--- src/rtl/ones_expander.sv ---
// Serial thermometer-code generator: builds a W-bit word holding min(count, W) ones from the LSB,
// one bit per clock, behind the same s/done start handshake as the bit-count block.
module ones_expander #(
    parameter int unsigned W  = 8,
    parameter int unsigned CW = $clog2(W + 1)
) (
    input  logic          clk,
    input  logic          reset,
    input  logic          s,
    input  logic [CW-1:0] count,
    output logic [W-1:0]  result,
    output logic          busy,
    output logic          done
);

    typedef enum logic [1:0] {
        StIdle = 2'd0,
        StRun  = 2'd1,
        StDone = 2'd2
    } state_e;

    localparam logic [CW-1:0] CountMax = CW'(W);

    state_e        state_q, state_d;
    logic [W-1:0]  result_q, result_d;
    logic [CW-1:0] cnt_q, cnt_d;
    logic [CW-1:0] count_sat;

    // Oversized requests clamp to a full word rather than being rejected.
    assign count_sat = (count > CountMax) ? CountMax : count;

    always_comb begin
        state_d  = state_q;
        result_d = result_q;
        cnt_d    = cnt_q;
        case (state_q)
            StIdle: begin
                result_d = '0;
                cnt_d    = count_sat;
                if (s) begin
                    state_d = StRun;
                end
            end
            StRun: begin
                if (cnt_q != '0) begin
                    result_d = {result_q[W-2:0], 1'b1};
                    cnt_d    = cnt_q - CW'(1);
                end else begin
                    state_d = StDone;
                end
            end
            StDone: begin
                if (!s) begin
                    state_d = StIdle;
                end
            end
            default: begin
                state_d  = StIdle;
                result_d = '0;
                cnt_d    = '0;
            end
        endcase
    end

    always_ff @(posedge clk or negedge reset) begin
        if (!reset) begin
            state_q  <= StIdle;
            result_q <= '0;
            cnt_q    <= '0;
        end else begin
            state_q  <= state_d;
            result_q <= result_d;
            cnt_q    <= cnt_d;
        end
    end

    assign result = result_q;
    assign busy   = (state_q == StRun);
    assign done   = (state_q == StDone);

endmodule
--- config.mk ---
export PLATFORM = sky130hd
export DESIGN_NAME = ones_expander
export DESIGN_NICKNAME = d
export VERILOG_FILES = /design/src/rtl/ones_expander.sv
export SDC_FILE = /design/constraint.sdc
export NUM_CORES = 1
export LEC_CHECK = 0
export ABC_AREA = 1
export CORE_MARGIN = 2
export CORE_UTILIZATION = 42
export DETAILED_ROUTE_END_ITERATION = 8
export HOLD_SLACK_MARGIN = 0.06
export PLACE_DENSITY = 0.72
export SYNTH_ARGS = -nofsm -noshare
export SYNTH_HDL_FRONTEND = slang
export SYNTH_SLANG_ARGS = --single-unit
--- constraint.sdc ---
create_clock -name clk -period 1.2 [get_ports clk]
set_input_delay 0.24 -clock clk [delete_from_list [all_inputs] [get_ports clk]]
set_output_delay 0.24 -clock clk [all_outputs]
set_load 0.03 [all_outputs]
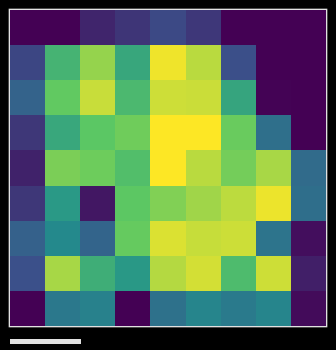
*Local utilization*
Scale bar: 10 um. The die is cut into 9 by 9 equal tiles; dark purple is low, yellow is high, 0 to 100% covered.
tiles over 75% full: 36%
emptiest ninth of the die: north-east
nearly empty tiles: 15%
mean over tiles: 50%
fullest tile: 100%
densest ninth of the die: center
core box area: 1520 um2
starting density of the core: 45.6%
final core utilization: 67.0%

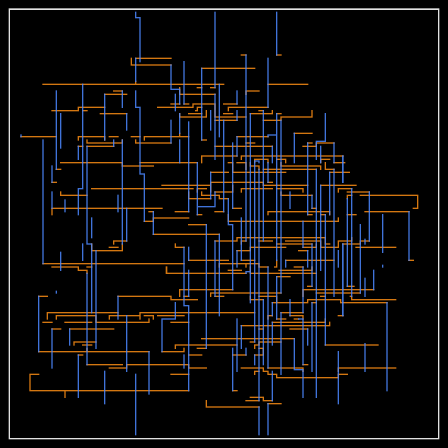
*Signal wires by layer*
Only two layers are drawn.
legend:
  blue:
    layer: met2
    wire_length: 735 um
  orange:
    layer: met1
    wire_length: 696 um
post-DR wirelength/cell: 11.5 um
GR Util All Layers: 17.1%
DRT Wirelength: 1500 um

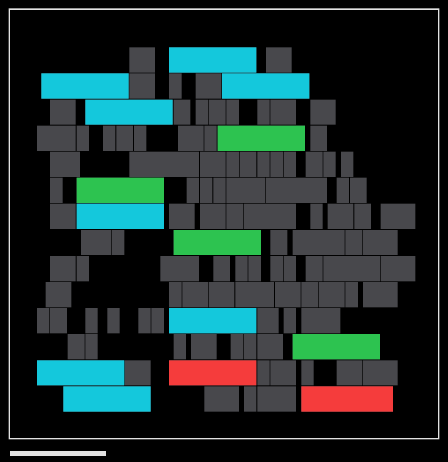
*Sequential cells colored by netlist name*
Scale bar: 10 um. Other cells in gray.
legend:
  green:
    signal: cnt_q
    flops: 4
    where: center
  cyan:
    signal: result
    flops: 8
  red:
    signal: state_q
    flops: 2
P_seq: 0.000805 W
Flop area: 352 um2
sequential cell area share: 34.4%

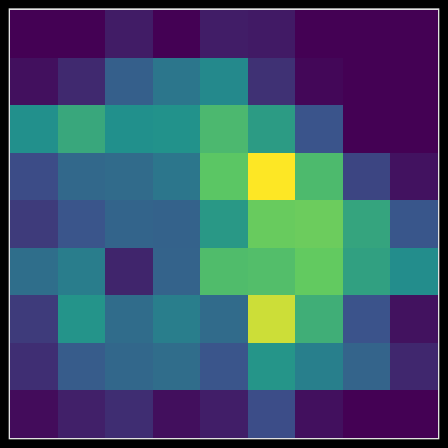
*Wiring heat map*
The die is cut into 9 by 9 equal tiles; dark purple is low, yellow is high, scaled to the fullest tile. Values are wire area over tile area, all layers added.
nearly empty tiles: 15%
emptiest ninth of the die: north-east
densest ninth of the die: center
via count: 633

==> results_slide.txt <==
Implementation Results

Status
  – Status: finished, violations left
  – Failing checks: setup timing

Placed design
  – Number of port buffers: 16

Clock tree
  – CTS HTree Levels: 1
  – CTS tree: built
  – CTS buffer count: 3
  – CTS Buffer Depth: 2

Drt
  – 1st-pass router iterations: 3
  – Via/cell ratio: 4.83

Layout
  – Final layout net count: between 100 and 150

Pwr
  – P per Cell Area: between 2000 and 3000 nW/um2
  – Static Leak: 0.515 nW

Final timing
  – # setup viols final: 5
  – Cycle use final: 109%
  – Max-slew headroom: 86.8%
  – Setup WS post-layout: -0.105 ns

Global route
  – First-pass GRT wire length: roughly 2400 um
  – Number of global-route vias before repair: around 570
  – Largest net degree at the start of global routing: 15

Synth
  – Synth cell types: 17
  – Post-synthesis cell type with the largest instance count: nand2_1
  – Dominant register cell: dfrtp_1

Worst setup path
  – R2r worst-path depth: 7

Hold path
  – HP Class: input port to async pin
[cells by family (layout without fill, tap and decap cells)]
logic type	count (synthesis)	after routing	synth area share (%)
AND-OR/OR-AND	13	13	10.5
XOR/XNOR	1	1	1.26
adder cells (fa/ha/maj)	2	2	3.60
buffers and inverters	9	41	6.49
flip-flops	14	14	50.5
AND/OR/NAND/NOR	44	44	27.7
[registers in the layout (all words and copies together) (netlist names)]
| name | count |
|---|---|
| state_q | 2 |
| cnt_q | 4 |
| result | 8 |
[critical path, cell delays in order, from the launching register on]
cell	delay, ns
dfrtp_2	0.44
nor2_4	0.12
buf_6	0.11
buf_6	0.12
[layer usage]
layer / vias to the layer above / global-route usage [%]
met4: 0 / 9.09
met2: 11 / 27.2
met1: 291 / 21.7
met3: 0 / 3.67
li1: 331 / -
met5: - / 0
[area by class of cell]
cell class	instances	area, um2
clock buffers	3	22.5
fillers	117	503
inverters	7	26.3
multi-input cells	60	329
flip-flops and latches	14	352
well taps	16	20.0
repair buffers	31	272
[path summary, 6_finish.rpt]
check | from | end
max | state_q[1]$_DFFE_PN0P_ | busy
min | reset | cnt_q[2]$_DFFE_PN0P_
max reg2reg | state_q[1]$_DFFE_PN0P_ | cnt_q[3]$_DFFE_PN0P_
min reg2reg | result[7]$_DFFE_PN0P_ | result[7]$_DFFE_PN0P_
max in group asynchronous | reset | state_q[1]$_DFFE_PN0P_
min in group clk | result[7]$_DFFE_PN0P_ | result[7]$_DFFE_PN0P_
[timing repair]
item	in CTS	in global routing
resized	12	5
pin swaps	3	2
setup buffers	5	2
setup endpoints to repair	13	13
[layout by cell type (no fill, tap or decap), drive strengths merged]
| cell type | instances |
|---|---|
| inv | 7 |
| a21oi | 1 |
| o21ai | 12 |
| xnor2 | 1 |
| dfrtp | 14 |
| nand3 | 6 |
| nor2 | 8 |
| nand2 | 30 |
| buf | 25 |
| clkdlybuf4s50 | 6 |
| clkbuf | 3 |
| ha | 2 |
[power breakdown]
group	internal (W)	total (W)	switching, W
clock	0.000116	0.000250	0.000134
sequential	0.000663	0.000805	0.000143
combinational	0.000914	0.00197	0.00106
total	0.00169	0.00303	0.00133
[metrics by stage]
step	util [%]	setup TNS, ns	hold slack (ns)	worst slack (ns)	cells
after global routing	67.0	-1.18	0.310	-0.152	131
after floorplan	-	0	-0.0556	0.0461	83
after detailed placement	59.3	-0.144	0.485	-0.0296	121
final	67.0	-0.217	0.272	-0.105	131
after global placement	59.3	-0.0231	0.485	-0.0231	121
after CTS	65.0	-0.265	0.271	-0.102	129
No activity file was given, so power comes from the tool's default toggle rates.
